--- config.mk ---
export PLATFORM = sky130hd
export DESIGN_NAME = hud_game_controller
export DESIGN_NICKNAME = d
export VERILOG_FILES = /design/src/rtl/hud_game_controller.sv
export SDC_FILE = /design/constraint.sdc
export NUM_CORES = 1
export LEC_CHECK = 0
export ABC_AREA = 1
export CAP_MARGIN = 25
export CORE_MARGIN = 2
export CORE_UTILIZATION = 40
export CTS_CLUSTER_DIAMETER = 200
export DETAILED_ROUTE_END_ITERATION = 16
export DONT_BUFFER_PORTS = 1
export PLACE_DENSITY = 0.63
export SLEW_MARGIN = 20
export SYNTH_ARGS = -nofsm -noshare
export SYNTH_HDL_FRONTEND = slang
export SYNTH_SLANG_ARGS = --single-unit
--- constraint.sdc ---
create_clock -name CLOCK_50 -period 2.9 [get_ports CLOCK_50]
set_input_delay 0.435 -clock CLOCK_50 [delete_from_list [all_inputs] [get_ports CLOCK_50]]
set_output_delay 0.435 -clock CLOCK_50 [all_outputs]
set_load 0.05 [all_outputs]
--- src/rtl/hud_game_controller.sv ---
// hud_game_controller
//   Game-state engine for the card-match HUD: per-turn BCD countdown,
//   per-player pair counts, turn ownership and winner declaration.
//   Every display field is registered and feeds a SevenSegDecoder directly.
//
// Parameters
//   TICKS_PER_SEC  clock cycles per countdown second
//   TURN_SECS      turn length in seconds (1..99), loaded as BCD
//   PAIRS          total pairs on the board (1..18)
//
// Ports
//   CLOCK_50    in   system clock
//   reset       in   asynchronous, active-high
//   start       in   level; begins a new game from IDLE or OVER
//   match       in   1-cycle pulse; current player found a pair
//   miss        in   1-cycle pulse; current player flipped a non-pair
//   timer_tens  out  BCD tens digit of seconds remaining
//   timer_ones  out  BCD ones digit of seconds remaining
//   p1_score    out  player 1 pairs (0..9)
//   p2_score    out  player 2 pairs (0..9)
//   cur_player  out  player to move (1 or 2)
//   winner      out  0 = undecided/tie, else winning player
//   game_over   out  high while in OVER
//   sec_tick    out  1-cycle strobe at each countdown second
module hud_game_controller #(
  parameter int TICKS_PER_SEC = 50_000_000,
  parameter int TURN_SECS     = 15,
  parameter int PAIRS         = 8
) (
  input  logic       CLOCK_50,
  input  logic       reset,
  input  logic       start,
  input  logic       match,
  input  logic       miss,
  output logic [3:0] timer_tens,
  output logic [3:0] timer_ones,
  output logic [3:0] p1_score,
  output logic [3:0] p2_score,
  output logic [3:0] cur_player,
  output logic [3:0] winner,
  output logic       game_over,
  output logic       sec_tick
);

  localparam int PW = (TICKS_PER_SEC > 1) ? $clog2(TICKS_PER_SEC) : 1;
  localparam logic [PW-1:0] PRESC_LAST  = PW'(TICKS_PER_SEC - 1);
  localparam logic [3:0]    RELOAD_TENS = 4'(TURN_SECS / 10);
  localparam logic [3:0]    RELOAD_ONES = 4'(TURN_SECS % 10);
  localparam logic [4:0]    PAIRS_W     = 5'(PAIRS);

  typedef enum logic [1:0] {IDLE, PLAY, OVER} state_t;

  state_t        state, state_n;
  logic [PW-1:0] presc, presc_n;
  logic [3:0]    tens_n, ones_n, p1_n, p2_n, cur_n, win_n;
  logic          over_n, tick_n;
  logic          wrap, timeout;
  logic [3:0]    p1_inc, p2_inc, cur_other;
  logic [4:0]    pair_sum;

  always_comb begin
    state_n   = state;
    presc_n   = presc;
    tens_n    = timer_tens;
    ones_n    = timer_ones;
    p1_n      = p1_score;
    p2_n      = p2_score;
    cur_n     = cur_player;
    win_n     = winner;
    over_n    = game_over;
    tick_n    = 1'b0;
    pair_sum  = '0;
    wrap      = (presc == PRESC_LAST);
    timeout   = (timer_tens == 4'd0) && (timer_ones == 4'd1);
    p1_inc    = (p1_score == 4'd9) ? 4'd9 : p1_score + 4'd1;
    p2_inc    = (p2_score == 4'd9) ? 4'd9 : p2_score + 4'd1;
    cur_other = (cur_player == 4'h1) ? 4'h2 : 4'h1;

    case (state)
      IDLE, OVER: begin
        if (start) begin
          state_n = PLAY;
          presc_n = '0;
          tens_n  = RELOAD_TENS;
          ones_n  = RELOAD_ONES;
          p1_n    = '0;
          p2_n    = '0;
          cur_n   = 4'h1;
          win_n   = '0;
          over_n  = 1'b0;
        end
      end
      PLAY: begin
        // match/miss take precedence over the prescaler wrap, so a
        // coincident wrap is swallowed and the next second starts afresh.
        if (match) begin
          if (cur_player == 4'h1) p1_n = p1_inc;
          else                    p2_n = p2_inc;
          presc_n  = '0;
          tens_n   = RELOAD_TENS;
          ones_n   = RELOAD_ONES;
          pair_sum = {1'b0, p1_n} + {1'b0, p2_n};
          if (pair_sum == PAIRS_W) begin
            state_n = OVER;
            over_n  = 1'b1;
            if (p1_n > p2_n)      win_n = 4'h1;
            else if (p2_n > p1_n) win_n = 4'h2;
            else                  win_n = 4'h0;
          end
        end else if (miss) begin
          cur_n   = cur_other;
          presc_n = '0;
          tens_n  = RELOAD_TENS;
          ones_n  = RELOAD_ONES;
        end else if (wrap) begin
          presc_n = '0;
          tick_n  = 1'b1;
          if (timeout) begin
            cur_n  = cur_other;
            tens_n = RELOAD_TENS;
            ones_n = RELOAD_ONES;
          end else if (timer_ones == 4'd0) begin
            ones_n = 4'd9;
            tens_n = timer_tens - 4'd1;
          end else begin
            ones_n = timer_ones - 4'd1;
          end
        end else begin
          presc_n = presc + PW'(1);
        end
      end
      default: state_n = IDLE;
    endcase
  end

  always_ff @(posedge CLOCK_50 or posedge reset) begin
    if (reset) begin
      state      <= IDLE;
      presc      <= '0;
      timer_tens <= RELOAD_TENS;
      timer_ones <= RELOAD_ONES;
      p1_score   <= '0;
      p2_score   <= '0;
      cur_player <= 4'h1;
      winner     <= '0;
      game_over  <= 1'b0;
      sec_tick   <= 1'b0;
    end else begin
      state      <= state_n;
      presc      <= presc_n;
      timer_tens <= tens_n;
      timer_ones <= ones_n;
      p1_score   <= p1_n;
      p2_score   <= p2_n;
      cur_player <= cur_n;
      winner     <= win_n;
      game_over  <= over_n;
      sec_tick   <= tick_n;
    end
  end

endmodule

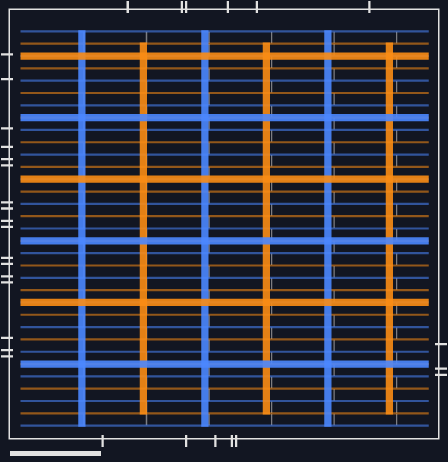
Figure 1: floorplan with the power grid.
Bar = 20 µm. Pins as bars on the die edge. Tap cells in gray.
[orange] VDD
[blue] VSS
rows: 32
tap cells: 102
signal pins: 31
met1 rails: 33
Core ar.: 7850 µm²
Peak supply drop: 587 µV
DIE WIDTH: 94.5 µm

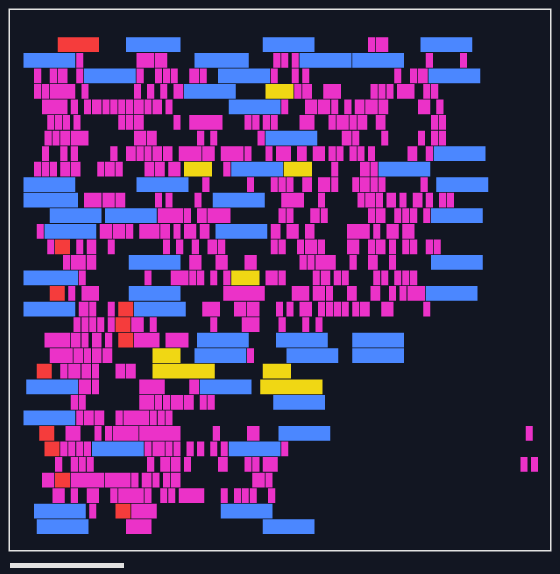
Figure 2: cells colored by class.
Bar = 20 µm.
[magenta] combinational and other logic | cells: 394 | share of their area: 57%
[red] remaining buffers and delay cells | cells: 11 | share of their area: 2.7%
[yellow] clock drivers and dummy loads | cells: 8 | share of their area: 4.1%
[blue] sequential cells | cells: 50 | share of their area: 36%
Post-Route Utilization: 0.459
Final Cell Area: 3600 µm²
flop share of the area: 0.349
row count: 32

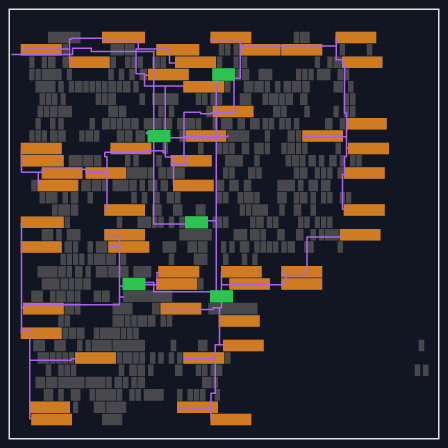
Figure 3: clock wires, drivers and flops.
[purple] clock wires | length: 672 µm
[orange] flip-flops | count: 50
[green] clock drivers | count: 5
routed clock nets: 6
Setup Skew: 0.0119 ns
share of power burned in the clock network: 0.178

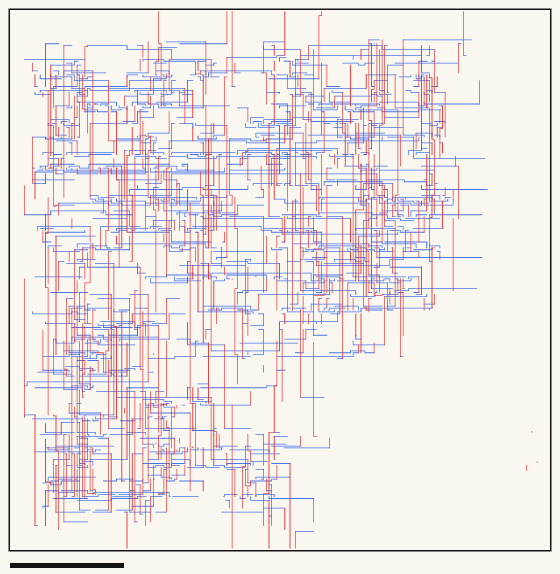
Figure 4: routed metal, one color a layer.
Bar = 20 µm. Only two layers are drawn.
[blue] metal 1 | wire length: 3,380 µm
[red] metal 2 | wire length: 3,540 µm
GRT Total Usage: 0.181
DR WL/cell: 12.9 µm
vias: 2,826

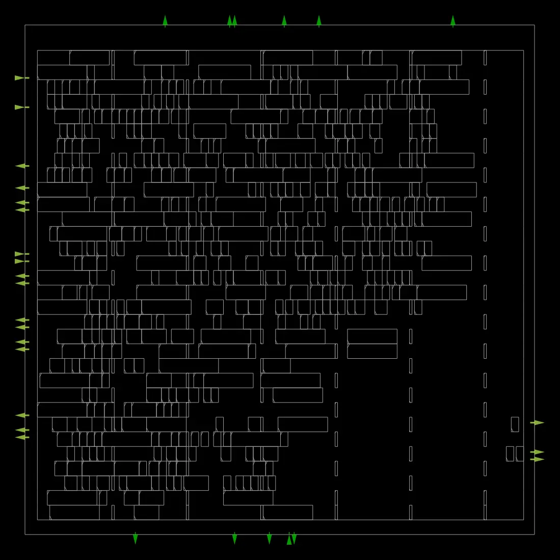
Figure 5: placed standard cells.
Filler cells: 817
Post-Layout Cell Count: 565
# Taps: 102
Seq cells: 50

==> job_summary.md <==
### Yosys + OpenROAD results

| Metric | Value |
|---|---|
| Period utilization | 0.872 |
| Hold Slack | -0.00186 ns |
| Path depth of the worst reg2reg path | 16 |
| GR peak layer | met2 |
| Worst setup endpoint | winner[0] |
| Clk buf depth | 2 |
| Top routing layer in use | met4 |
| Dpl ws | 0.295 ns |
| Starting DRC count in detailed routing | 103 |
| LEAKAGE | 1.78 nW |
| WL met1 | ~3400 µm |
| Drt total wl | ~7300 µm |
| Status | finished with violations |
| Gp weighted congestion | between 0.8 and 0.9 |
| Yosys synthesis chip area | 3270 µm² |
| Count of tool warnings | 32 |
| Setup slack, reg-to-reg | 0.37 ns |
| Layout cell share with drive strength beyond 1 | 0.132 |
| CP max stage delay | 0.53 ns |
| DRT Pass-1 Iters | 4 |
| Mapped Area | 3270 µm² |
| First-pass GRT wire length | about 13,000 µm |
| DP Area | 3440 µm² |
| DR WL met3 | 291 µm |
| Required time worst endpoint | between 3 and 4 ns |
| Top-area cell share | 0.352 |
| Register area share after synthesis | 0.384 |
| Hold Fails Final Rpt | 2 |
| Failing checks | negative hold slack |
| Crit Path Category | reg2reg |
| CP Depth | 16 |
| Max-slew headroom | 0.593 |
| Post-synth ARST share | 1.00 |
| Met3 Use GR | 0.0319 |
| DP HPWL | 5600 µm |
==> layout make-up <==
class / instances / area, µm² / area share
clock buffers: 6 / 82.6 / 0.0229
clock inverters: 2 / 60.1 / 0.0167
inverters: 66 / 248 / 0.0688
multi-input cells: 328 / 1730 / 0.481
flip-flops and latches: 50 / 1260 / 0.349
well taps: 102 / 128 / 0.0355
repair buffers: 11 / 95.1 / 0.0264
==> cell families (layout without fill, tap and decap cells) <==
family,count (synthesis),count (layout),share of synthesized area
other cells,1,4,0.00115
flops,50,50,0.384
xor+xnor,9,9,0.0241
fa+ha+maj,14,14,0.0558
buf+inv,74,85,0.0955
compound gates,38,38,0.0715
simple gates,263,263,0.368
==> power groups by stage <==
stage,clock network [mW],logic [mW],registers (mW)
after floorplan,0,1.07,1.36
after global placement,0,1.58,1.18
after detailed placement,0,1.61,1.18
after CTS,0.624,1.62,1.17
after global routing,0.644,1.86,1.19
final,0.608,1.63,1.17
==> cells in the final DEF, fill, tap and decap left out, types with 2 or more instances in the layout <==
cell type / Yosys / layout
a21oi_1: 8 / 8
buf_4: 5 / 10
bufinv_16: 0 / 2
clkbuf_8: 0 / 6
conb_1: 1 / 4
dfrtp_1: 46 / 46
dfstp_2: 4 / 4
ha_1: 13 / 13
inv_1: 61 / 60
inv_2: 4 / 5
nand2_1: 113 / 113
nand2_2: 10 / 10
nand2_4: 3 / 3
nand3_1: 33 / 33
nand3b_1: 2 / 2
nand4_1: 13 / 13
nor2_1: 61 / 61
nor2_2: 9 / 8
nor2_4: 3 / 4
nor3_1: 11 / 11
o211ai_1: 2 / 2
o21ai_0: 13 / 13
o21ai_1: 2 / 2
o21ai_2: 3 / 3
o22ai_1: 6 / 6
xor2_1: 8 / 7
No activity file was given, so power comes from the tool's default toggle rates.
